===== config.mk =====
export PLATFORM = sky130hd
export DESIGN_NAME = disparity_scan_ctrl_flat
export DESIGN_NICKNAME = d
export VERILOG_FILES = /design/src/rtl/disparity_scan_ctrl_if.sv /design/src/rtl/disparity_scan_ctrl.sv /design/src/flat_wrapper.sv
export SDC_FILE = /design/constraint.sdc
export NUM_CORES = 1
export LEC_CHECK = 0
export ABC_AREA = 0
export CORE_MARGIN = 3
export CORE_UTILIZATION = 55
export CTS_BUF_LIST = sky130_fd_sc_hd__clkbuf_4 sky130_fd_sc_hd__clkbuf_8
export DETAILED_ROUTE_END_ITERATION = 10
export GPL_ROUTABILITY_DRIVEN = 0
export PLACE_DENSITY = 0.84
export SYNTH_ARGS = -nofsm -noshare
export SYNTH_HDL_FRONTEND = slang
export SYNTH_SLANG_ARGS = --single-unit

===== constraint.sdc =====
create_clock -name clk -period 6.9 [get_ports clk]
set_clock_uncertainty 0.15 [all_clocks]
set_input_delay 0.69 -clock clk [delete_from_list [all_inputs] [get_ports clk]]
set_output_delay 0.69 -clock clk [all_outputs]
set_load 0.01 [all_outputs]

===== src/rtl/disparity_scan_ctrl_if.sv =====
// Cost-engine request/response bus between the disparity sweep controller
// (master) and the shared matching-cost engine (slave).
interface disparity_scan_ctrl_if #(
    parameter int DW = 18,
    parameter int PW = 6
);
    logic          cost_req;
    logic [PW-1:0] cost_pos;
    logic          cost_vld;
    logic [DW-1:0] cost_data;

    modport master (
        output cost_req,
        output cost_pos,
        input  cost_vld,
        input  cost_data
    );

    modport slave (
        input  cost_req,
        input  cost_pos,
        output cost_vld,
        output cost_data
    );
endinterface


===== src/rtl/disparity_scan_ctrl.sv =====
// Disparity sweep sequencer: walks cost_pos from pos_first to pos_last over
// the cost engine, keeps the earliest minimum-cost position, and publishes it
// with a one-cycle done pulse. All outputs come straight from flops.
module disparity_scan_ctrl #(
    parameter int DW = 18,
    parameter int PW = 6
) (
    input  logic                 clk,
    input  logic                 rst_n,
    input  logic                 start,
    input  logic                 abort,
    input  logic [PW-1:0]        pos_first,
    input  logic [PW-1:0]        pos_last,
    output logic                 busy,
    output logic                 done,
    output logic                 err,
    output logic [DW-1:0]        best_cost,
    output logic [PW-1:0]        best_pos,
    disparity_scan_ctrl_if.master cost
);

    typedef enum logic [1:0] {IDLE, SCAN, DONE} state_t;

    state_t        state_q, state_d;
    logic          busy_q, busy_d;
    logic          done_q, done_d;
    logic          err_q, err_d;
    logic          req_q, req_d;
    logic [PW-1:0] pos_q, pos_d;
    logic          first_q, first_d;
    logic [DW-1:0] best_cost_q, best_cost_d;
    logic [PW-1:0] best_pos_q, best_pos_d;
    logic [PW-1:0] last_q, last_d;
    logic [DW-1:0] run_cost_q, run_cost_d;
    logic [PW-1:0] run_pos_q, run_pos_d;

    // Minimum-select: first sample always loads, later ones only if strictly
    // smaller, so ties keep the earliest position.
    function automatic logic take_sample(input logic          first,
                                         input logic [DW-1:0] data,
                                         input logic [DW-1:0] run);
        return first || (data < run);
    endfunction

    // Next-state and next-output decode for the IDLE/SCAN/DONE sequencer.
    always_comb begin
        state_d     = state_q;
        busy_d      = busy_q;
        done_d      = 1'b0;
        err_d       = 1'b0;
        req_d       = req_q;
        pos_d       = pos_q;
        first_d     = first_q;
        best_cost_d = best_cost_q;
        best_pos_d  = best_pos_q;
        last_d      = last_q;
        run_cost_d  = run_cost_q;
        run_pos_d   = run_pos_q;
        case (state_q)
            IDLE: begin
                if (start) begin
                    busy_d = 1'b1;
                    last_d = pos_last;
                    if (pos_first > pos_last) begin
                        state_d = DONE;
                        done_d  = 1'b1;
                        err_d   = 1'b1;
                    end else begin
                        state_d = SCAN;
                        req_d   = 1'b1;
                        pos_d   = pos_first;
                        first_d = 1'b1;
                    end
                end
            end
            SCAN: begin
                if (abort) begin
                    state_d = IDLE;
                    busy_d  = 1'b0;
                    req_d   = 1'b0;
                end else if (cost.cost_vld) begin
                    if (take_sample(first_q, cost.cost_data, run_cost_q)) begin
                        run_cost_d = cost.cost_data;
                        run_pos_d  = pos_q;
                    end
                    first_d = 1'b0;
                    if (pos_q == last_q) begin
                        // Publish including the sample consumed on this edge.
                        state_d     = DONE;
                        req_d       = 1'b0;
                        done_d      = 1'b1;
                        best_cost_d = run_cost_d;
                        best_pos_d  = run_pos_d;
                    end else begin
                        pos_d = pos_q + 1'b1;
                    end
                end
            end
            DONE: begin
                state_d = IDLE;
                busy_d  = 1'b0;
            end
            default: begin
                state_d = IDLE;
                busy_d  = 1'b0;
                req_d   = 1'b0;
            end
        endcase
    end

    // Control state and published outputs, cleared by reset.
    always_ff @(posedge clk or negedge rst_n) begin
        if (!rst_n) begin
            state_q     <= IDLE;
            busy_q      <= 1'b0;
            done_q      <= 1'b0;
            err_q       <= 1'b0;
            req_q       <= 1'b0;
            pos_q       <= '0;
            first_q     <= 1'b0;
            best_cost_q <= '1;
            best_pos_q  <= '0;
        end else begin
            state_q     <= state_d;
            busy_q      <= busy_d;
            done_q      <= done_d;
            err_q       <= err_d;
            req_q       <= req_d;
            pos_q       <= pos_d;
            first_q     <= first_d;
            best_cost_q <= best_cost_d;
            best_pos_q  <= best_pos_d;
        end
    end

    // Sweep-local data registers; only read while scanning, so no reset.
    always_ff @(posedge clk) begin
        last_q     <= last_d;
        run_cost_q <= run_cost_d;
        run_pos_q  <= run_pos_d;
    end

    assign busy          = busy_q;
    assign done          = done_q;
    assign err           = err_q;
    assign best_cost     = best_cost_q;
    assign best_pos      = best_pos_q;
    assign cost.cost_req = req_q;
    assign cost.cost_pos = pos_q;

endmodule


===== src/flat_wrapper.sv =====
// flat-port wrapper written by rule: the top's interface ports become plain ports
module disparity_scan_ctrl_flat 
#(
    parameter int DW = 18,
    parameter int PW = 6
)
  (clk, rst_n, start, abort, pos_first, pos_last, busy, done, err, best_cost, best_pos, cost_cost_req, cost_cost_pos, cost_cost_vld, cost_cost_data);
  disparity_scan_ctrl_if #(.DW(DW), .PW(PW)) cost_i ();
  input  logic clk;
  input  logic rst_n;
  input  logic start;
  input  logic abort;
  input  logic [PW-1:0] pos_first;
  input  logic [PW-1:0] pos_last;
  output logic busy;
  output logic done;
  output logic err;
  output logic [DW-1:0] best_cost;
  output logic [PW-1:0] best_pos;
  output wire logic [$bits(cost_i.cost_req)-1:0] cost_cost_req;
  output wire logic [$bits(cost_i.cost_pos)-1:0] cost_cost_pos;
  input wire logic [$bits(cost_i.cost_vld)-1:0] cost_cost_vld;
  input wire logic [$bits(cost_i.cost_data)-1:0] cost_cost_data;
  assign cost_cost_req = cost_i.cost_req;
  assign cost_cost_pos = cost_i.cost_pos;
  assign cost_i.cost_vld = cost_cost_vld;
  assign cost_i.cost_data = cost_cost_data;
  disparity_scan_ctrl #(.DW(DW), .PW(PW)) u_core (.clk(clk), .rst_n(rst_n), .start(start), .abort(abort), .pos_first(pos_first), .pos_last(pos_last), .busy(busy), .done(done), .err(err), .best_cost(best_cost), .best_pos(best_pos), .cost(cost_i));
endmodule

### Cell sizes after repair

Scale bar: 20 um.
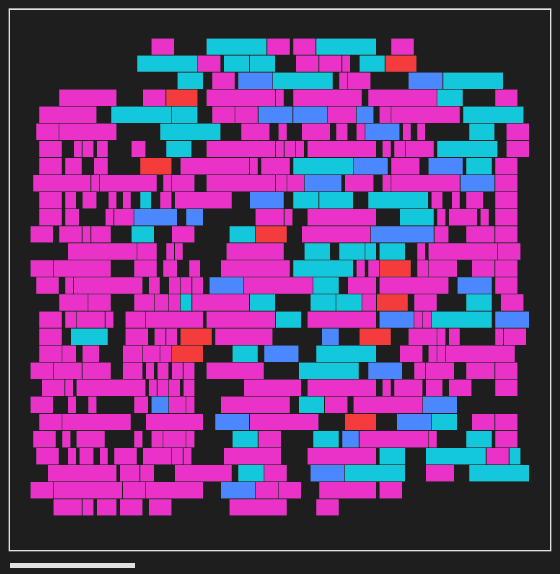
legend:
  red:
    size: drive 6 and up
    cells: 10
    share: 2.9%
  blue:
    size: drive 3 to 4
    cells: 28
    share: 8.1%
  cyan:
    size: drive 2
    cells: 54
    share: 16%
  magenta:
    size: drive 1 or less
    cells: 254
    share: 73%

### Met1 routing

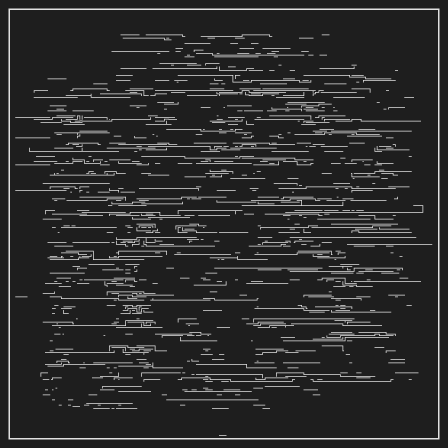
wire length on this layer: 3050 um
main direction: horizontal

==> reports/metrics.yaml <==
cts_buffer_depth: 2
finalClockPeriodUsage_pct: 51.8
slew_headroom_pct: 23.4
clock_sinks: 67
setup-violations-final: 0
status: "finished clean"
viasPerCell: 5.53
cts_made_buffers: 9
rsz0062_at_grt: "false"
wl_um: 7000
yosys_most_used_dff: "edfxtp_1"
hold_viol_final: 0
ys_types: 42
ir_worst_vdd_mv: 0.151
design_area_mm2: 0.00444
ys_top_cells_by_area: "edfxtp_1, dfrtp_1, dfstp_2"
vias: 2329
first_pass_iters: 4
min_period_ps: 3570
required_ps: 6970
cts_tree: "yes"
top_area_cell: "edfxtp_1"
slew_viol_final: 0
critPathKind: "input port to flip-flop"
area_delta_synth_final_pct: 25.9
### Met2 routing

Cells faint in the background.
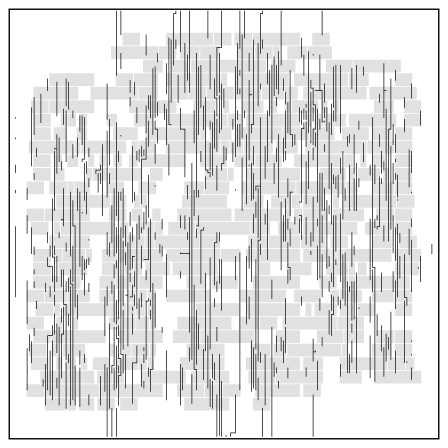
longest straight run: 39.4 um
main direction: vertical
share of all routed wire: 49%
wire length on this layer: 3440 um

## synthesized netlist by cell type (all sizes together), types with 2 or more instances
cell type  count
nor2b          2
xor2           2
dfstp         18
ha            24
a21oi         13
o21a           2
nor3b          2
nand2         13
nand2b         5
o21ai         16
nor3           4
mux2          48
inv           28
buf            6
edfxtp        30
xnor2          4
nor2           8
dfrtp         19
mux2i          3
nand4          3
nand3          2
## power by group
group | switching (mW) | internal [mW]
logic | 0.155 | 0.210
registers | 0.0608 | 0.507
clock network | 0.143 | 0.151
## stage by stage
stage | setup WS [ps] | hold slack, ps | utilization (%) | total power, mW | std cells
2_1_floorplan | 3870 | 244 | - | 0.768 | 267
3_3_place_gp | 3100 | 301 | 70.4 | 0.926 | 405
3_5_place_dp | 2960 | 311 | 70.4 | 0.942 | 405
4_1_cts | 3310 | 321 | 73.2 | 1.23 | 421
5_1_grt | 3210 | 341 | 73.2 | 1.30 | 421
6_report | 3330 | 317 | 73.2 | 1.23 | 421
## registers in the layout, indices dropped and copies added, names as in the netlist
name,count
u_core.done,1
u_core.cost.cost_pos,6
u_core.best_cost,18
u_core.last_q,6
u_core.busy,1
u_core.best_pos,6
u_core.run_pos_q,6
u_core.cost.cost_req,1
u_core.state_q,2
u_core.run_cost_q,18
u_core.first_q,1
u_core.err,1
## cell families (layout without fill, tap and decap cells)
kind of cell	after synthesis	after routing	share of synthesized area, %
flip-flops	67	67	52.4
multiplexers	51	51	18.3
AND-OR/OR-AND	44	44	8.69
AND/OR/NAND/NOR	40	40	6.07
buffers and inverters	35	114	4.51
adder cells (fa/ha/maj)	24	24	8.51
XOR/XNOR	6	6	1.49
## path summary, 6_finish.rpt
| kind | start | to | slack (ps) | cells past startpoint |
|---|---|---|---|---|
| setup / recovery | cost_cost_data[9] | u_core.best_pos[5] | 3330 | 9 |
| hold / removal | rst_n | u_core.best_pos[1] | 320 | 1 |
| setup reg to reg | u_core.run_cost_q[9] | u_core.best_pos[5] | 3740 | 9 |
| hold reg to reg | u_core.state_q[1] | u_core.busy | 320 | 1 |
| max in group asynchronous | rst_n | u_core.state_q[0] | 5730 | 1 |
| min in group clk | u_core.state_q[1] | u_core.busy | 320 | 1 |
## final cells by class
| cell class | count | area (um2) |
|---|---|---|
| Timing Repair Buffer | 70 | 691 |
| Sequential cell | 67 | 1850 |
| Inverter | 28 | 105 |
| Tap cell | 75 | 93.8 |
| Fill cell | 441 | 1620 |
| Clock buffer | 13 | 160 |
| Multi-Input combinational cell | 165 | 1530 |
| Clock inverter | 3 | 15.0 |
## per-layer routing
metal  vias to the layer above  GRT usage [%]  wire (um)
li1                       1105              -          -
met1                      1153           27.0       3050
met2                        61           34.5       3440
met3                        10           4.51        390
met4                         0           8.06        114
met5                         -              0          0
Power figures rest on the tool's default switching activity, not on a simulated workload.
